==> images/clk_routes.png <==
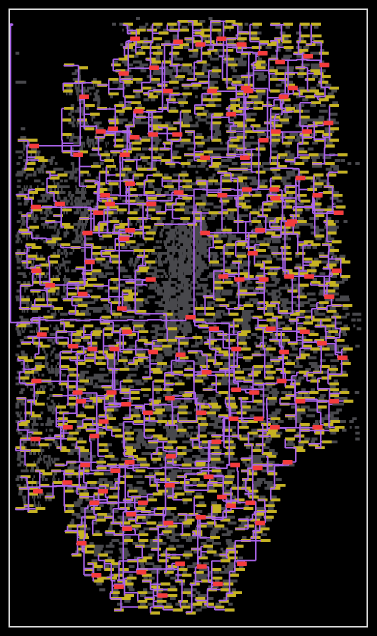
==> images/congestion.png <==
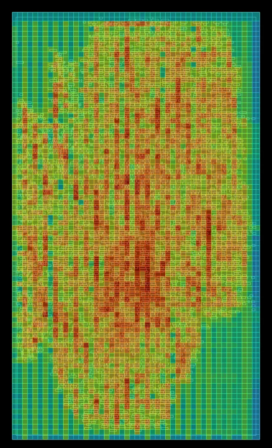
==> images/cell_density.png <==
17 x 29 tiles, from dark blue (low) to red (high), 0 to 100% covered.
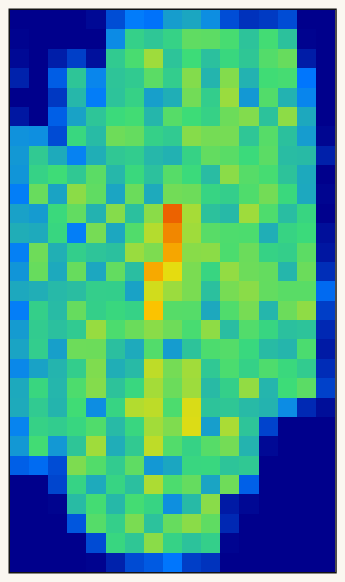
## src/rtl/lcd_capture_pkg.sv

```systemverilog
// Shared types and sizing helpers for the LCD frame capture block.
package lcd_capture_pkg;

  typedef enum logic {
    IDLE  = 1'b0,
    BURST = 1'b1
  } state_t;

  localparam int unsigned ADDR_W = 29;
  localparam int unsigned PIX_W  = 16;
  localparam int unsigned WORD_W = 32;

  function automatic int unsigned frame_words(input int unsigned h, input int unsigned v);
    return (h * v) / 2;
  endfunction

  function automatic int unsigned ptr_width(input int unsigned depth);
    return (depth > 1) ? $clog2(depth) : 1;
  endfunction

  // Word count of a frame at the default 800x480 geometry.
  localparam int unsigned FRAME_WORDS = frame_words(800, 480);

endpackage

```

## src/rtl/lcd_capture_fifo.sv

```systemverilog
// First-word-fall-through word FIFO with synchronous flush.
module lcd_capture_fifo
  import lcd_capture_pkg::*;
#(
  parameter int unsigned DEPTH = 32,
  parameter int unsigned WIDTH = 32,
  localparam int unsigned AW = ptr_width(DEPTH),
  localparam int unsigned CW = AW + 1
) (
  input  logic             clk,
  input  logic             rst_n,
  input  logic             push,
  input  logic             pop,
  input  logic             flush,
  input  logic [WIDTH-1:0] wdata,
  output logic [WIDTH-1:0] rdata,
  output logic             full,
  output logic [CW-1:0]    count
);

  logic [WIDTH-1:0] mem [DEPTH];
  logic [AW-1:0]    wptr;
  logic [AW-1:0]    rptr;
  logic             empty;
  logic             do_push;
  logic             do_pop;

  assign full    = (count == CW'(DEPTH));
  assign empty   = (count == '0);
  assign rdata   = mem[rptr];
  // A full FIFO still accepts a push when the head leaves in the same cycle.
  assign do_push = push && (!full || pop);
  assign do_pop  = pop && !empty;

  always_ff @(posedge clk or negedge rst_n) begin
    if (!rst_n) begin
      wptr  <= '0;
      rptr  <= '0;
      count <= '0;
      for (int i = 0; i < int'(DEPTH); i++) mem[i] <= '0;
    end else if (flush) begin
      wptr  <= '0;
      rptr  <= '0;
      count <= '0;
    end else begin
      if (do_push) begin
        mem[wptr] <= wdata;
        wptr      <= wptr + AW'(1);
      end
      if (do_pop) rptr <= rptr + AW'(1);
      case ({do_push, do_pop})
        2'b10:   count <= count + CW'(1);
        2'b01:   count <= count - CW'(1);
        default: count <= count;
      endcase
    end
  end

endmodule

```

## src/rtl/lcd_frame_capture.sv

```systemverilog
// RGB LCD receive path: packs pixel pairs into words and writes frames out in DMA bursts.
module lcd_frame_capture
  import lcd_capture_pkg::*;
#(
  parameter int unsigned BURST_SIZE     = 8,
  parameter int unsigned HPIXELS        = 800,
  parameter int unsigned VPIXELS        = 480,
  parameter int unsigned FIFO_DEPTH     = 32,
  parameter bit          VSYNC_POLARITY = 1'b0,
  parameter int unsigned Y_BITS         = 10
) (
  input  logic              CLK,
  input  logic              RESETN,
  input  logic              ENABLE,
  input  logic              VSYNC,
  input  logic              DE,
  input  logic [PIX_W-1:0]  PIXEL_DATA,
  input  logic [ADDR_W-1:0] BUFFER_START_ADDRESS,
  output logic [ADDR_W-1:0] DMA_WR_ADDR,
  output logic              DMA_START,
  input  logic              DMA_READY,
  output logic [WORD_W-1:0] DMA_WR_DATA,
  input  logic              DMA_WR_DATA_REQ,
  output logic [Y_BITS-1:0] ROW_INDEX,
  output logic              FRAME_DONE,
  output logic              OVERFLOW
);

  localparam int unsigned FRAME_LEN = frame_words(HPIXELS, VPIXELS);
  localparam int unsigned CNT_W     = $clog2(FRAME_LEN + 1);
  localparam int unsigned FCNT_W    = ptr_width(FIFO_DEPTH) + 1;
  localparam int unsigned BEAT_W    = $clog2(BURST_SIZE + 1);

  state_t              state;
  logic                vs_act_q;
  logic                de_q;
  logic                armed;
  logic                pending;
  logic                pend_enable;
  logic [ADDR_W-1:0]   pend_addr;
  logic [ADDR_W-1:0]   ptr;
  logic                phase;
  logic [PIX_W-1:0]    lo_q;
  logic [WORD_W-1:0]   word_q;
  logic                push_q;
  logic [CNT_W-1:0]    word_cnt;
  logic [CNT_W-1:0]    issued_cnt;
  logic [BEAT_W-1:0]   beats_left;
  logic [FCNT_W-1:0]   fifo_count;
  logic                fifo_full;

  logic vs_act, start, hold, apply, burst_last, take_pix, pop, launch, drop;

  assign vs_act     = (VSYNC == VSYNC_POLARITY);
  assign start      = vs_act && !vs_act_q;
  assign hold       = start || pending;
  assign burst_last = (state == BURST) && DMA_WR_DATA_REQ && (beats_left == BEAT_W'(1));
  // A frame start waits for any burst in flight so the DMA never sees a torn burst.
  assign apply      = hold && ((state == IDLE) || burst_last);
  assign take_pix   = armed && !hold && DE && (word_cnt < CNT_W'(FRAME_LEN));
  assign pop        = (state == BURST) && DMA_WR_DATA_REQ;
  assign launch     = (state == IDLE) && !apply && DMA_READY &&
                      (fifo_count >= FCNT_W'(BURST_SIZE));
  assign drop       = push_q && fifo_full && !pop;

  lcd_capture_fifo #(
    .DEPTH (FIFO_DEPTH),
    .WIDTH (WORD_W)
  ) u_fifo (
    .clk   (CLK),
    .rst_n (RESETN),
    .push  (push_q),
    .pop   (pop),
    .flush (apply),
    .wdata (word_q),
    .rdata (DMA_WR_DATA),
    .full  (fifo_full),
    .count (fifo_count)
  );

  // Frame tracking, pixel packing and row counting.
  always_ff @(posedge CLK or negedge RESETN) begin
    if (!RESETN) begin
      vs_act_q    <= 1'b1;
      de_q        <= 1'b0;
      armed       <= 1'b0;
      pending     <= 1'b0;
      pend_enable <= 1'b0;
      pend_addr   <= '0;
      phase       <= 1'b0;
      lo_q        <= '0;
      word_q      <= '0;
      push_q      <= 1'b0;
      word_cnt    <= '0;
      ROW_INDEX   <= '0;
      OVERFLOW    <= 1'b0;
    end else begin
      vs_act_q <= vs_act;
      de_q     <= DE;
      push_q   <= 1'b0;
      if (start) begin
        pend_enable <= ENABLE;
        pend_addr   <= BUFFER_START_ADDRESS;
      end
      if (apply) begin
        pending   <= 1'b0;
        armed     <= start ? ENABLE : pend_enable;
        phase     <= 1'b0;
        word_cnt  <= '0;
        ROW_INDEX <= '0;
        OVERFLOW  <= 1'b0;
      end else begin
        if (start) pending <= 1'b1;
        if (take_pix) begin
          phase <= ~phase;
          if (!phase) begin
            lo_q <= PIXEL_DATA;
          end else begin
            word_q   <= {PIXEL_DATA, lo_q};
            push_q   <= 1'b1;
            word_cnt <= word_cnt + CNT_W'(1);
          end
        end
        if (armed && !hold && de_q && !DE && (ROW_INDEX != Y_BITS'(VPIXELS)))
          ROW_INDEX <= ROW_INDEX + Y_BITS'(1);
        if (drop) OVERFLOW <= 1'b1;
      end
    end
  end

  // Burst sequencer and frame-buffer write pointer.
  always_ff @(posedge CLK or negedge RESETN) begin
    if (!RESETN) begin
      state       <= IDLE;
      ptr         <= '0;
      DMA_START   <= 1'b0;
      DMA_WR_ADDR <= '0;
      beats_left  <= '0;
      issued_cnt  <= '0;
      FRAME_DONE  <= 1'b0;
    end else begin
      DMA_START  <= 1'b0;
      FRAME_DONE <= 1'b0;
      case (state)
        IDLE: begin
          if (launch) begin
            state       <= BURST;
            DMA_START   <= 1'b1;
            DMA_WR_ADDR <= ptr;
            ptr         <= ptr + ADDR_W'(BURST_SIZE);
            beats_left  <= BEAT_W'(BURST_SIZE);
            issued_cnt  <= issued_cnt + CNT_W'(BURST_SIZE);
          end
        end
        BURST: begin
          if (DMA_WR_DATA_REQ) begin
            beats_left <= beats_left - BEAT_W'(1);
            if (burst_last) begin
              state      <= IDLE;
              FRAME_DONE <= armed && !apply && (issued_cnt == CNT_W'(FRAME_LEN));
            end
          end
        end
        default: state <= IDLE;
      endcase
      if (apply) begin
        ptr        <= start ? BUFFER_START_ADDRESS : pend_addr;
        issued_cnt <= '0;
      end
    end
  end

endmodule

```

## config.mk

```make
export PLATFORM = sky130hd
export DESIGN_NAME = lcd_frame_capture
export DESIGN_NICKNAME = d
export VERILOG_FILES = /design/src/rtl/lcd_capture_pkg.sv /design/src/rtl/lcd_capture_fifo.sv /design/src/rtl/lcd_frame_capture.sv
export SDC_FILE = /design/constraint.sdc
export NUM_CORES = 2
export LEC_CHECK = 0
export ABC_AREA = 0
export CAP_MARGIN = 20
export CORE_ASPECT_RATIO = 1.75
export CORE_MARGIN = 5
export CORE_UTILIZATION = 31
export DETAILED_ROUTE_END_ITERATION = 10
export MAX_ROUTING_LAYER = met4
export PLACE_DENSITY_LB_ADDON = 0.12
export SETUP_SLACK_MARGIN = 0.4
export SLEW_MARGIN = 30
export SYNTH_ARGS = -nofsm -noshare
export SYNTH_HDL_FRONTEND = slang
export SYNTH_SLANG_ARGS = --single-unit
```

## constraint.sdc

```tcl
create_clock -name CLK -period 2.56 [get_ports CLK]
set_input_delay 0.256 -clock CLK [delete_from_list [all_inputs] [get_ports CLK]]
set_output_delay 0.256 -clock CLK [all_outputs]
set_load 0.01 [all_outputs]
```

==> results.sh <==
# implementation run metrics
export IMPL_critical_path_max_fanout=8
export IMPL_violations_in_the_final_reports="setup timing"
export IMPL_hold_viol=0
export IMPL_finalWorstSetupSlack_ps=-1087
export IMPL_achievable_frequency_ghz=0.2742
export IMPL_final_cell_mix="1202 x sky130_fd_sc_hd__dfrtp_1, 618 x sky130_fd_sc_hd__mux2_4, 429 x sky130_fd_sc_hd__mux2_2"
export IMPL_ir_drop_mv=0.5396
export IMPL_chipArea_um2=193200
export IMPL_detail_route_drc_violations=0
export IMPL_grt_pass1_wl_um=283400
export IMPL_fin_total_pwr_mw=56.67
export IMPL_final_setup_tns_ps=-41320
export IMPL_initial_antenna_violation_count=3
export IMPL_detail_route_iter0_violations=1837
export IMPL_synth_area_um2=57110
export IMPL_tritoncts="yes"
export IMPL_yosys_most_used_dff="sky130_fd_sc_hd__dfrtp_1"
export IMPL_synth_ff_latch_count=1233
export IMPL_timing_final_setup_violations=365
export IMPL_grt_overflow=0
export IMPL_delay_of_the_slowest_cell_on_the_worst_path_ps=490
export IMPL_clk_pin_slew_ps=70
export IMPL_grt_start_max_net_pins=92
export IMPL_drt_wirelength_per_cell_um=30.28
export IMPL_tool_warnings=35
export IMPL_worstReg2RegEnd="u_fifo.mem[174]$_DFFE_PN0P_"
export IMPL_result_of_the_run="complete, but fails checks"
-- clk_routes.png (at the start) --
legend:
  flip-flops:
    color: yellow
    count: 1233
  clock drivers:
    color: red
    count: 139
  clock wires:
    color: purple
    length: 18400 µm
flops lie: all over the die
routed clock nets: 140
worst clock skew on the final layout: 48.34 ps
Clk power: 20.3 mW

-- congestion.png (at the start) --
final core utilization: 40.63%
All-Layer GR Usage: 20.74%
met3 track demand over resource in global routing: 2.173%
met2 usage: 38.08%

-- cell_density.png (at the start) --
fullest tile: 89%
nearly empty tiles: 17%
mean over tiles: 37%
placeable core region: 183500 µm²
pre-placement core utilization: 31.13%

==> power by group through the flow <==
stage	Sequential, mW	Clock [mW]	Combinational (mW)
2_1_floorplan	21.8	0	7.43
3_3_place_gp	23.1	0	11.1
3_5_place_dp	23.1	0	11.2
4_1_cts	22.8	20.9	13.1
5_1_grt	23.0	21.6	14.6
6_report	22.8	20.3	13.6
==> final cells by class <==
class	count	area, µm²
clock buffer	197	4058
sequential	1233	30910
clock inverter	44	460.4
inverter	24	90.09
fill	16840	108900
tap	2415	3022
antenna	2	5.005
multi-input combinational	2172	26340
timing repair buffer	651	9672
==> stage by stage <==
stage	instance area, µm²	std cells	hold slack, ps
floorplan	57680	3749	-39.59
global placement	64000	6290	286.4
detailed placement	64030	6290	289.3
CTS	72240	6651	2.035
global route	74550	6738	36.97
finish	74550	6738	67.09
==> logic make-up after synthesis <==
logic type                 synth area share (%)
AOI/OAI and AO/OA                         1.225
and+or+nand+nor                           5.127
xor gates and xnor gates                 0.6901
muxes                                     35.27
DFF                                       54.03
buffers and inverters                     3.334
adders and majority gates                0.3286
==> per-layer routing <==
layer | vias up | part of all wire, % | GRT usage, %
li1 | 14640 | - | -
met1 | 18650 | 40 | 24.41
met2 | 621 | 55 | 38.08
met3 | 266 | 2.7 | 2.173
met4 | 0 | 3.2 | 4.962
met5 | - | 0 | -
==> worst max-delay path: cells and delay by family, from the launching register on <==
family                 cells  cell delay (ps)
muxes                      3             1210
buffers and inverters      6              890
DFF                        1              490
==> flip-flops by register name, summed over array words and instances, names as in the netlist, 6 cells and up <==
name / count
u_fifo.mem: 1024
word_q: 32
DMA_WR_ADDR: 29
pend_addr: 29
ptr: 29
word_cnt: 18
lo_q: 16
issued_cnt: 15
ROW_INDEX: 10
u_fifo.count: 6
Power is estimated from default activity; no workload was simulated.
